--- src/rtl/uart_rx_cfg.sv ---
// Configurable UART receiver: synchronized rx, armed start detection with glitch
// rejection, parity/framing/break checks, and a first-word-fall-through output FIFO.
module uart_rx_cfg #(
  parameter int CLK_FREQ   = 50000000,
  parameter int BAUD       = 115200,
  parameter int DATA_BITS  = 8,
  parameter int PARITY     = 0,
  parameter int STOP_BITS  = 1,
  parameter int FIFO_DEPTH = 4
) (
  input  logic       clk,
  input  logic       rst_n,
  input  logic       rx,
  input  logic       rd_en,
  output logic [7:0] data,
  output logic       valid,
  output logic       parity_err,
  output logic       frame_err,
  output logic       break_det,
  output logic       overrun,
  output logic       busy
);
  // state  | meaning
  // IDLE   | waiting for a falling edge on rx_s while armed
  // START  | half-bit wait, then confirm start bit is still low
  // DATA   | one sample per bit time, LSB first
  // PAR    | parity bit sample (only reachable when PARITY != 0)
  // STOP   | stop bit samples; push entry on the last one
  localparam int          CLKS_PER_BIT = CLK_FREQ / BAUD;
  localparam int          PW           = $clog2(FIFO_DEPTH);
  localparam logic [15:0] FULL_BIT     = 16'(CLKS_PER_BIT - 1);
  localparam logic [15:0] HALF_BIT     = 16'(CLKS_PER_BIT / 2 - 1);
  localparam logic [2:0]  LAST_DATA    = 3'(DATA_BITS - 1);
  localparam logic        LAST_STOP    = 1'(STOP_BITS - 1);
  localparam logic [PW:0] PTR_ONE      = (PW + 1)'(1);

  typedef enum logic [2:0] {IDLE, START, DATA, PAR, STOP} state_t;

  state_t      state;
  logic        rx_m, rx_s, rx_d;
  logic        armed;
  logic [15:0] arm_cnt, cnt;
  logic [2:0]  bit_idx;
  logic        stop_idx;
  logic [7:0]  shreg;
  logic        par_acc, par_err_q, ferr_acc, any_one;
  logic [PW:0] wr_ptr, rd_ptr;
  logic [9:0]  mem [FIFO_DEPTH];
  logic        tick, push, pop, full, push_ferr, push_brk, wr_ok;
  logic [9:0]  entry, head;

  always_comb begin
    tick       = (cnt == '0);
    push       = (state == STOP) && tick && (stop_idx == LAST_STOP);
    push_ferr  = ferr_acc | ~rx_s;
    push_brk   = push_ferr & ~any_one;
    entry      = {par_err_q, push_ferr, shreg};
    valid      = (wr_ptr != rd_ptr);
    full       = (wr_ptr[PW] != rd_ptr[PW]) && (wr_ptr[PW-1:0] == rd_ptr[PW-1:0]);
    pop        = rd_en && valid;
    wr_ok      = push && (!full || pop);
    head       = valid ? mem[rd_ptr[PW-1:0]] : '0;
    data       = head[7:0];
    frame_err  = head[8];
    parity_err = head[9];
  end

  always_ff @(posedge clk or negedge rst_n) begin
    if (!rst_n) begin
      rx_m      <= 1'b1;
      rx_s      <= 1'b1;
      rx_d      <= 1'b1;
      state     <= IDLE;
      busy      <= 1'b0;
      cnt       <= '0;
      arm_cnt   <= FULL_BIT;
      armed     <= 1'b0;
      bit_idx   <= '0;
      stop_idx  <= 1'b0;
      shreg     <= '0;
      par_acc   <= 1'b0;
      par_err_q <= 1'b0;
      ferr_acc  <= 1'b0;
      any_one   <= 1'b0;
      break_det <= 1'b0;
    end else begin
      rx_m      <= rx;
      rx_s      <= rx_m;
      rx_d      <= rx_s;
      break_det <= 1'b0;
      // Line must stay high a full bit time before a start is believed.
      if (!armed) begin
        if (!rx_s)               arm_cnt <= FULL_BIT;
        else if (arm_cnt == '0)  armed   <= 1'b1;
        else                     arm_cnt <= arm_cnt - 16'd1;
      end
      if (state != IDLE) cnt <= tick ? FULL_BIT : cnt - 16'd1;
      case (state)
        IDLE: if (armed && rx_d && !rx_s) begin
          state <= START;
          busy  <= 1'b1;
          cnt   <= HALF_BIT;
        end
        START: if (tick) begin
          if (rx_s) begin
            state <= IDLE;
            busy  <= 1'b0;
          end else begin
            state     <= DATA;
            bit_idx   <= '0;
            shreg     <= '0;
            par_acc   <= 1'b0;
            par_err_q <= 1'b0;
            ferr_acc  <= 1'b0;
            any_one   <= 1'b0;
          end
        end
        DATA: if (tick) begin
          shreg[bit_idx] <= rx_s;
          par_acc        <= par_acc ^ rx_s;
          any_one        <= any_one | rx_s;
          bit_idx        <= bit_idx + 3'd1;
          if (bit_idx == LAST_DATA) begin
            state    <= (PARITY != 0) ? PAR : STOP;
            stop_idx <= 1'b0;
          end
        end
        PAR: if (tick) begin
          par_err_q <= (PARITY == 1) ? (par_acc ^ rx_s) : ~(par_acc ^ rx_s);
          any_one   <= any_one | rx_s;
          state     <= STOP;
        end
        STOP: if (tick) begin
          ferr_acc <= ferr_acc | ~rx_s;
          stop_idx <= ~stop_idx;
          if (stop_idx == LAST_STOP) begin
            state     <= IDLE;
            busy      <= 1'b0;
            break_det <= push_brk;
            if (push_ferr) begin
              armed   <= 1'b0;
              arm_cnt <= FULL_BIT;
            end
          end
        end
        default: begin
          state <= IDLE;
          busy  <= 1'b0;
        end
      endcase
    end
  end

  always_ff @(posedge clk or negedge rst_n) begin
    if (!rst_n) begin
      wr_ptr  <= '0;
      rd_ptr  <= '0;
      overrun <= 1'b0;
    end else begin
      overrun <= push && full && !pop;
      if (wr_ok) wr_ptr <= wr_ptr + PTR_ONE;
      if (pop)   rd_ptr <= rd_ptr + PTR_ONE;
    end
  end

  // When full with a simultaneous pop, the write lands in the slot being freed.
  always_ff @(posedge clk) begin
    if (wr_ok) mem[wr_ptr[PW-1:0]] <= entry;
  end
endmodule
--- config.mk ---
export PLATFORM = sky130hd
export DESIGN_NAME = uart_rx_cfg
export DESIGN_NICKNAME = d
export VERILOG_FILES = /design/src/rtl/uart_rx_cfg.sv
export SDC_FILE = /design/constraint.sdc
export NUM_CORES = 1
export LEC_CHECK = 0
export ABC_AREA = 1
export CELL_PAD_IN_SITES_DETAIL_PLACEMENT = 0
export CELL_PAD_IN_SITES_GLOBAL_PLACEMENT = 1
export CORE_UTILIZATION = 42
export CTS_CLUSTER_DIAMETER = 150
export DETAILED_ROUTE_END_ITERATION = 10
export GPL_TIMING_DRIVEN = 0
export PLACE_DENSITY = 0.8
export SYNTH_ARGS = -nofsm -noshare
export SYNTH_HDL_FRONTEND = slang
export SYNTH_SLANG_ARGS = --single-unit
export TNS_END_PERCENT = 50
--- constraint.sdc ---
create_clock -name clk -period 1.9 [get_ports clk]
set_input_delay 0.19 -clock clk [delete_from_list [all_inputs] [get_ports clk]]
set_output_delay 0.19 -clock clk [all_outputs]
set_load 0.005 [all_outputs]
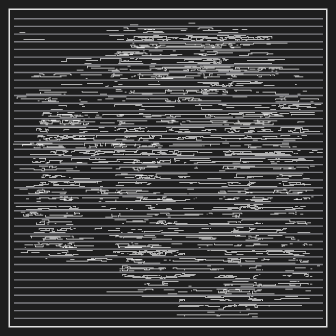
**Above:** M1 wires.
Supply wires on this layer in grey.
share of all routed wire: 47%
nets with wire on the layer: 617

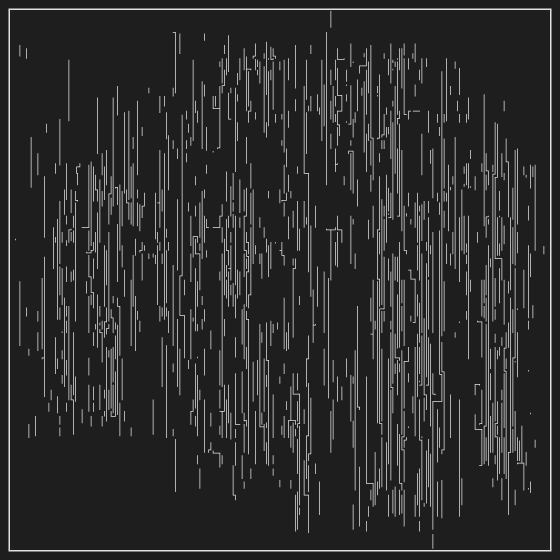
**Above:** signal wires on met2.
share of all routed wire: 49%
wire length on this layer: 5480 um
longest straight run: 54.7 um
main direction: vertical
nets with wire on the layer: 512

==> metrics.cfg <==
[final_timing]
fin_ws_ns = -0.00761
report.final.hold_viol_count = 0
period_minus_slack_ns = 1.91
rsz0062_at_grt = yes
tightestPinTransition_ns = 0.824
setup_viol = 1
finalCritPeriodShare = 1.00
slew_violations = 0

[clock_network]
clockBufferDepth = 2
cts.clk_slew.worst_paths_ns = 0.08
ctsRootBufferMaster = sky130_fd_sc_hd__clkbuf_16
tritoncts = built
clock.latency.late_pin_ns = 0.36
cts-buffers-inserted = 9
clock_tree.htree_level_count = 3

[logic_synthesis]
mapped_avg_cell_area_um2 = 8.61
synthesis.area_um2 = 5070
yosysWarningCount = 0
ys.flops = 104
synthesis.instances = 589
netlist-cell-type-count = 32
yosys_cells = 589
ys_chip_area_um2 = 5070

[min_path]
min_to = rx_m
worstHoldStart = rx
hold-path-cell-count = 1
holdCritPathClass = in2reg

[final_layout]
synthToLayoutAreaGrowth_pct = 25.2
layout_top_cells_excl_fill_tap = 115 x sky130_fd_sc_hd__nand2_1, 98 x sky130_fd_sc_hd__nor2_1, 73 x sky130_fd_sc_hd__inv_1
final.fill_count = 1044
drive_gt1_frac = 0.207
finalCoreUtilization = 0.547
lay_top_count = sky130_fd_sc_hd__nand2_1

[run_status]
status = complete, but fails checks
violated_checks = design-rule violations, negative setup slack

[placement]
place.port_buffers = 17
dpl.cell_count = 749
dp.final_hpwl_um = 6920
place.gp.congestion = 0.799

[routing]
ant_nets = 0
totalWireLength_um = 11200
vias = 3953
drt-vias-per-instance = 4.94
drt-initial-drc-count = 199
route.detailed.drc = 6
drt_first_pass_iters = 9

[global_routing]
antenna_violations_before_repair = 0
grt_util_all_layers = 0.190
pin_count_of_the_biggest_net_entering_global_routing = 65
grt_first_pass_wirelength_um = 18600

[floorplan]
area_of_the_placeable_core_um2 = 11600
die_width_um = 112
fp.dieArea_um2 = 12500
placementRows = 39
boundaryPins = 18
fp-utilization = 0.437
chipHeight_um = 112

[worst_setup_path]
worst_setup_path_start_kind = flop
required_time_reported_for_the_critical_path_endpoint_ns = 1.71
worst_r2r_path_cells = 9
r2r-end = mem[0][3]
crit_arrival_ns = 1.72
ff2ff_setup_slack_ns = 0.01
critical_path_origin = rd_ptr[1]
highest_net_fanout_along_the_worst_path = 10
timing.rr.start = cnt[1]
worst_setup_path_endpoint = data[1]

[job]
tool_warnings = 31
maxCapViolCount = 0

[power_and_ir_drop]
power_density_nw_per_um2 = 680

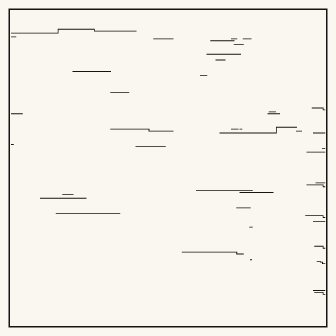
**Above:** M3 wires.
main direction: horizontal
wire length on this layer: 343 um
share of all routed wire: 3.1%

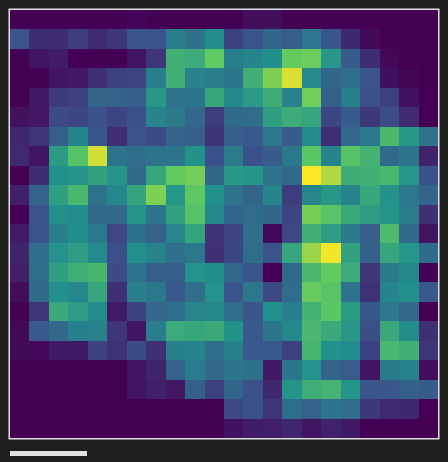
**Above:** wire density map.
Scale bar: 20 um. 22 x 22 tiles, from dark purple (low) to yellow (high), scaled to the fullest tile. Values are wire area over tile area, all layers added.
tiles over half the peak: 22%
densest ninth of the die: middle right
mean over tiles: 0.14
fullest tile: 0.44

-- per-stage QoR --
step	area, um^2	power (W)	worst slack, ns
after global routing	6350	0.00448	-0.127
after CTS	6150	0.00437	0.000247
final	6350	0.00432	-0.00761
after global placement	5470	0.00251	-1.56
after floorplan	5120	0.00246	0.0250
after detailed placement	5460	0.00251	-0.318
-- where the power goes --
group / switching (W) / internal, W
Clock: 0.000915 / 0.000936
Sequential: 0.0000137 / 0.00234
Combinational: 0.0000788 / 0.0000321
-- worst max-delay path: stages, from the launching register on --
cell and delay, ns:
sky130_fd_sc_hd__dfrtp_2 0.38, sky130_fd_sc_hd__buf_4 0.15, sky130_fd_sc_hd__buf_2 0.24, sky130_fd_sc_hd__o21ai_0 0.15
sky130_fd_sc_hd__o32ai_2 0.12, sky130_fd_sc_hd__nand2_1 0.07, sky130_fd_sc_hd__inv_1 0.05, sky130_fd_sc_hd__clkdlybuf4s15_2 0.19
-- kinds of logic after synthesis --
logic type               count (synthesis)  share of synthesized area
AND-OR/OR-AND                           65                     0.0735
XOR/XNOR                                15                     0.0259
adder cells (fa/ha/maj)                 10                     0.0247
buffers and inverters                   91                     0.0701
flip-flops                             104                      0.555
AND/OR/NAND/NOR                        304                      0.251
-- flip-flops by register name (all words and copies together), names as in the netlist, 3 cells and up --
| register | flops |
|---|---|
| shreg | 8 |
| bit_idx | 3 |
| wr_ptr | 3 |
| cnt | 16 |
| mem | 40 |
| state | 3 |
| rd_ptr | 3 |
| arm_cnt | 16 |
-- per-layer routing --
metal / wire, um / global-route usage / up-vias
met2: 5480 / 0.320 / 67
met3: 342 / 0.0441 / 6
met1: 5270 / 0.248 / 1843
met5: 0 / 0 / -
li1: - / - / 2037
met4: 81 / 0.0468 / 0
-- cell usage after synthesis (all sizes together) --
library cell | n | area share
edfxtp | 40 | 0.24
xor2 | 9 | 0.016
nand3b | 2 | 0.0030
a31oi | 1 | 0.0012
inv | 79 | 0.058
nand3 | 34 | 0.034
dfrtp | 56 | 0.28
clkbuf | 6 | 0.0047
o21bai | 1 | 0.0015
o21ai | 41 | 0.040
or2 | 1 | 0.0012
a21oi | 10 | 0.011
nor2 | 117 | 0.091
nand2 | 127 | 0.097
ha | 10 | 0.025
o22ai | 2 | 0.0025
xnor2 | 6 | 0.010
nor3 | 12 | 0.012
o32ai | 10 | 0.017
dfstp | 8 | 0.041
nand4 | 11 | 0.014
buf | 6 | 0.0069
-- cell type report --
cell class,instances,area (um^2),area share
flip-flops and latches,104,2820,0.444
multi-input cells,394,2140,0.338
repair buffers,55,512,0.0806
inverters,79,302,0.0475
clock buffers,9,225,0.0355
well taps,143,179,0.0282
plain buffers,10,100,0.0158
clock inverters,7,72.6,0.0114
-- repair_timing --
item | in CTS | in global routing
buffers inserted | 25 | 11
endpoints found under the hold margin | 56 | 0
endpoints found under the setup margin | 51 | 66
pin swaps | 27 | 12
hold buffers | 1 | 0
cloned | 1 | 1
resized | 85 | 39
Power is estimated from default activity; no workload was simulated.
